Figure 1. Congestion heat map.
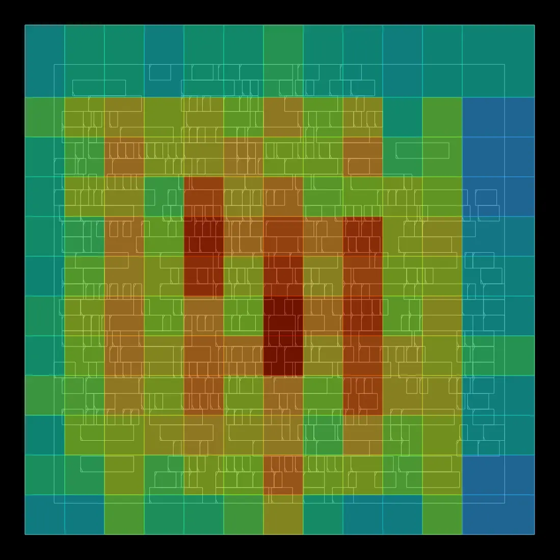
Figure 2. I/O nets highlighted.
Bar = 20 um.
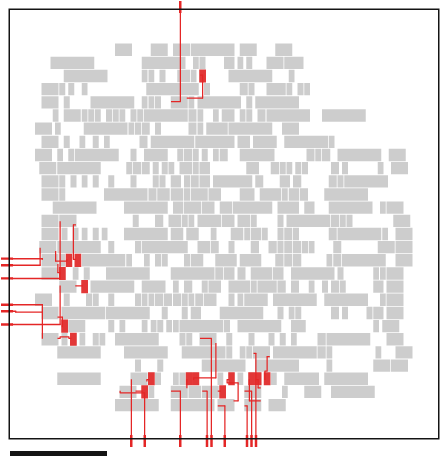
Figure 3. Sequential cells coloured by netlist name.
Bar = 20 um. Other sequential cells in the stronger grey, the rest of the logic in the fainter grey.
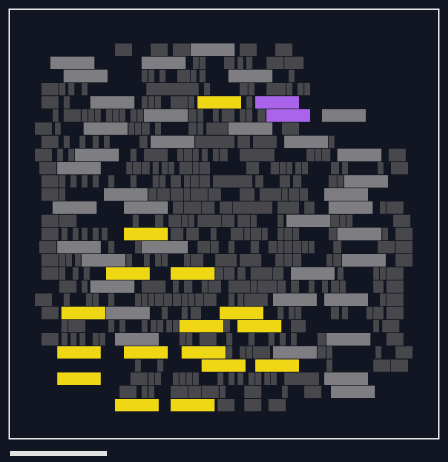
Figure 4. Signal wires by layer.
Only two layers are drawn.
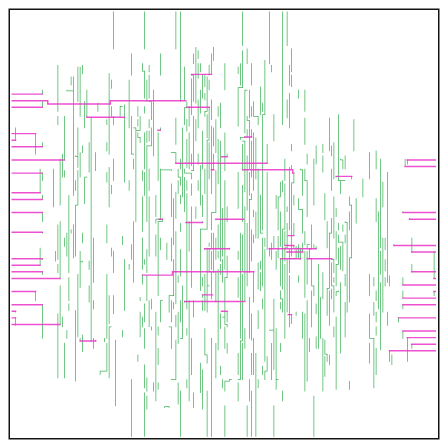
Figure 5. The metal 1 layer.
Bar = 20 um. Supply wires on this layer in grey. Cells faint in the background.
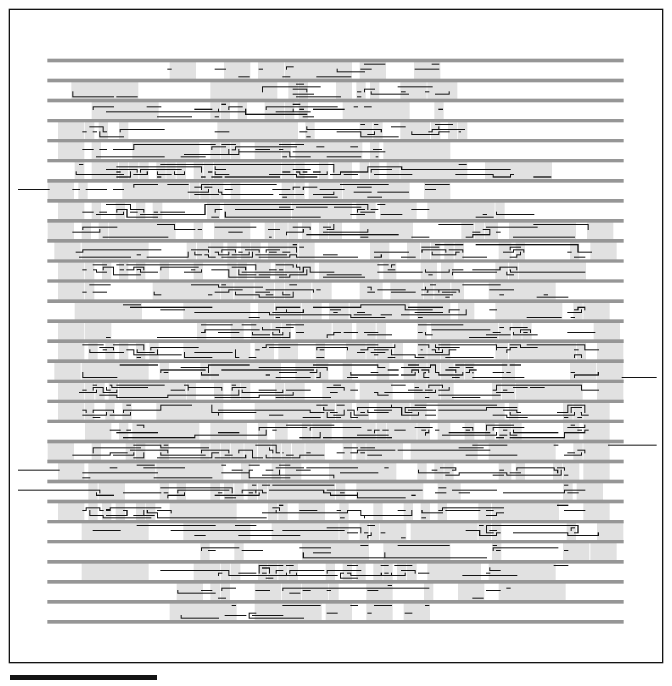
<file path="src/rtl/addsub_16bit_seq.sv">
// 16-bit add/subtract built from one 4-bit ripple slice that is reused over four cycles,
// starting with the low nibble and passing the carry between nibbles through a register.
module addsub_16bit_seq (
   input  logic        clk,
   input  logic        rst,
   input  logic        start,
   input  logic        sub,
   input  logic [15:0] A,
   input  logic [15:0] B,
   output logic        busy,
   output logic        done,
   output logic [15:0] Sum,
   output logic        Ovfl,
   output logic        Zero,
   output logic        Neg
);

   typedef enum logic [1:0] {IDLE, RUN, DONE} state_t;

   state_t      state_reg, state_next;
   logic        accept;
   logic [1:0]  cnt_reg;
   logic        carry_reg;
   logic        sub_reg;
   logic [15:0] a_reg, b_reg;
   logic [15:0] sum_reg;
   logic        ovfl_reg;

   logic [3:0]  a_nib, b_nib, s_nib;
   logic [4:0]  c;

   // Slice operands for the nibble selected by the counter
   assign a_nib = a_reg[{cnt_reg, 2'b00} +: 4];
   assign b_nib = sub_reg ? ~b_reg[{cnt_reg, 2'b00} +: 4] : b_reg[{cnt_reg, 2'b00} +: 4];
   assign c[0]  = carry_reg;

   genvar gi;
   generate
      for (gi = 0; gi < 4; gi++) begin : g_fa
         assign s_nib[gi]  = a_nib[gi] ^ b_nib[gi] ^ c[gi];
         assign c[gi + 1]  = (a_nib[gi] & b_nib[gi]) | (c[gi] & (a_nib[gi] ^ b_nib[gi]));
      end
   endgenerate

   always_ff @(posedge clk or posedge rst) begin
      if (rst) state_reg <= IDLE;
      else     state_reg <= state_next;
   end

   // A start seen during DONE is taken straight into RUN so back-to-back
   // operations complete every 5 cycles.
   always_comb begin
      state_next = state_reg;
      accept     = 1'b0;
      case (state_reg)
         IDLE: begin
            if (start) begin
               accept     = 1'b1;
               state_next = RUN;
            end
         end
         RUN: begin
            if (cnt_reg == 2'd3) state_next = DONE;
         end
         DONE: begin
            if (start) begin
               accept     = 1'b1;
               state_next = RUN;
            end else begin
               state_next = IDLE;
            end
         end
         default: state_next = IDLE;
      endcase
   end

   always_ff @(posedge clk or posedge rst) begin
      if (rst) begin
         a_reg     <= 16'h0000;
         b_reg     <= 16'h0000;
         sub_reg   <= 1'b0;
         carry_reg <= 1'b0;
         cnt_reg   <= 2'd0;
         sum_reg   <= 16'h0000;
         ovfl_reg  <= 1'b0;
      end else if (accept) begin
         a_reg     <= A;
         b_reg     <= B;
         sub_reg   <= sub;
         carry_reg <= sub;
         cnt_reg   <= 2'd0;
         ovfl_reg  <= 1'b0;
      end else if (state_reg == RUN) begin
         sum_reg[{cnt_reg, 2'b00} +: 4] <= s_nib;
         carry_reg <= c[4];
         cnt_reg   <= cnt_reg + 2'd1;
         if (cnt_reg == 2'd3) ovfl_reg <= c[3] ^ c[4];
      end
   end

   assign busy = (state_reg != IDLE);
   assign done = (state_reg == DONE);
   assign Sum  = sum_reg;
   assign Ovfl = ovfl_reg;
   assign Zero = (sum_reg == 16'h0000);
   assign Neg  = sum_reg[15];

endmodule
</file>
<file path="config.mk">
export PLATFORM = sky130hd
export DESIGN_NAME = addsub_16bit_seq
export DESIGN_NICKNAME = d
export VERILOG_FILES = /design/src/rtl/addsub_16bit_seq.sv
export SDC_FILE = /design/constraint.sdc
export NUM_CORES = 1
export LEC_CHECK = 0
export ABC_AREA = 1
export ABC_CLOCK_PERIOD_IN_PS = 2850
export CORE_MARGIN = 5
export CORE_UTILIZATION = 44
export DETAILED_ROUTE_END_ITERATION = 8
export GPL_ROUTABILITY_DRIVEN = 0
export PLACE_DENSITY = 0.7
export SYNTH_ARGS = -nofsm -noshare
export SYNTH_HDL_FRONTEND = slang
export SYNTH_SLANG_ARGS = --single-unit
</file>
<file path="constraint.sdc">
create_clock -name clk -period 2.85 [get_ports clk]
set_clock_uncertainty 0.15 [all_clocks]
set_input_delay 0.7125 -clock clk [delete_from_list [all_inputs] [get_ports clk]]
set_output_delay 0.7125 -clock clk [all_outputs]
set_load 0.005 [all_outputs]
</file>
==> out/results.txt <==
Chip height: 88.4 um
Top Consumer: combinational logic
Comb gate area: 0.00123 mm2
Yosys adder share: 0.0573
Post-Syn Instances: 336
Layout cell share with drive strength beyond 1: 0.127
Logic gate share of total power: 0.571
Met2 wire length: 3150 um
TritonRoute pass-1 iters: 4
Vias per Instance: 4.96
Root buf cell: clkbuf_8
Internal: 2.49 mW
Met3 Use GR: 0.0419
WHS: 0.330 ns
Clk sink count: 55
Vias: 2408
Syn. warnings: 0
FF/Latch Area: 0.00138 mm2
Grt met1 use: 0.227
# rows: 28
Pins Over Slew Limit: 0
Reg2reg setup slack: -0.08 ns
Critical path launch point: cnt_reg[0]
Iteration-0 DRC Markers: 117
Area fraction in xor and xnor cells: 0.00323
Main logic family: simple AND/OR/NAND/NOR gates
Metal-1 WL: 2710 um
DP HPWL: 4920 um
Ant diodes: 0
Hold Crit Endpoint: Ovfl
Total Wirelength: 6390 um
Chip area: 0.00782 mm2
Dpl ws: -0.162 ns
Critical path required time: 2.94 ns
ANT nets after route: 0
Grt peak-use layer: met2
R2r startpoint: cnt_reg[0]
Design Power: 4.35 mW
Count of final setup violators: 4
Final #Nets: 455
Cell repeated most along the worst path: fa_2
Worst setup margin: -0.0837 ns
Measured slew at the worst slew-check pin: 0.579 ns
Final tally of hold violations: 0
Placed insts: 474
Area Overhead vs Synth: 32.9%
Avg Cell Area, Syn: 8.06 um2
Yosys Instances: 336
Die Width: 88.4 um
Worst setup path endpoint: Sum[7]
Distinct lib cells: 22
Tmin final: 2.93 ns
Max-cap violations: 0
Worst Hold Depth: 2
H-tree depth: 2
Cts bufs inserted: 5
Post-CTS Setup Inserts: 3
Total tool warning count: 33
Flop pwr share: 0.312
Fill count: 563
CTS tree: built
Placement Cell Area: 0.00343 mm2
Uppermost layer routed: met4
Crit share post-route: 1.03
Latency at later pin: 0.31 ns
Clock Power: 0.510 mW
Post-cts hold buffer count: 0
Hold Startpoint: Ovfl
Failing checks: setup timing
Floorplan Utilization: 0.455
Initial antenna violation count: 0
Critical-path cell list: inv_4 -> buf_4 -> nor2_1 -> o22ai_2 -> fa_2 -> fa_2 -> inv_2 -> fa_2 -> fa_1 -> nor2_2 -> nand2_2 -> o21ai_2
Flops after synth: 55
Arrival time at the worst endpoint: 3.02 ns
Pwr Density: 1210 mW/mm2
Run status: finished with violations
Mapped Area: 0.00271 mm2
Comb power: 2.48 mW
Back to the opening pictures, Figure 1:
final core area utilization: 0.604
met2 usage: 0.304

Back to the opening pictures, Figure 2:
red -> A  # direction input, end cells 16, buffers 16, wire 279 um
port bufs: 56
io pins: 57

Back to the opening pictures, Figure 3:
yellow -> a_reg  # placed flops 16
purple -> state_reg  # placed flops 2
Seq/total area: 0.383
P_seq: 1.36 mW

Back to the opening pictures, Figure 4:
magenta -> met3  # wire length 386 um
green -> met2  # wire length 3150 um

Back to the opening pictures, Figure 5:
longest straight run = 24.8 um
main direction = horizontal
wire length on this layer = 2710 um

## cells in the mapped netlist, drive strengths merged
cell    instances  share of area
buf            11          0.033
clkinv          1         0.0018
dfrtp          55           0.51
fa              4          0.030
ha              6          0.028
inv            13          0.019
nand2         167           0.24
nand3          28          0.052
nand4           2         0.0046
nor2           23          0.035
o211ai          1         0.0028
o21ai          21          0.039
o22ai           3         0.0069
xor2            1         0.0032
## layout make-up
class                      instances  area share
clock inverter                     1     0.00834
sequential                        55       0.383
inverter                          14      0.0170
timing repair buffer              77       0.203
tap                               75      0.0261
multi-input combinational        256       0.341
clock buffer                       7      0.0212
## worst max-delay path, delay by kind of cell, from the launching register on
kind	cells	cell delay (ns)
compound gates	2	0.25
flops	1	0.45
buf+inv	3	0.27
fa+ha+maj	4	1.39
simple gates	3	0.35
Power figures rest on the tool's default switching activity, not on a simulated workload.
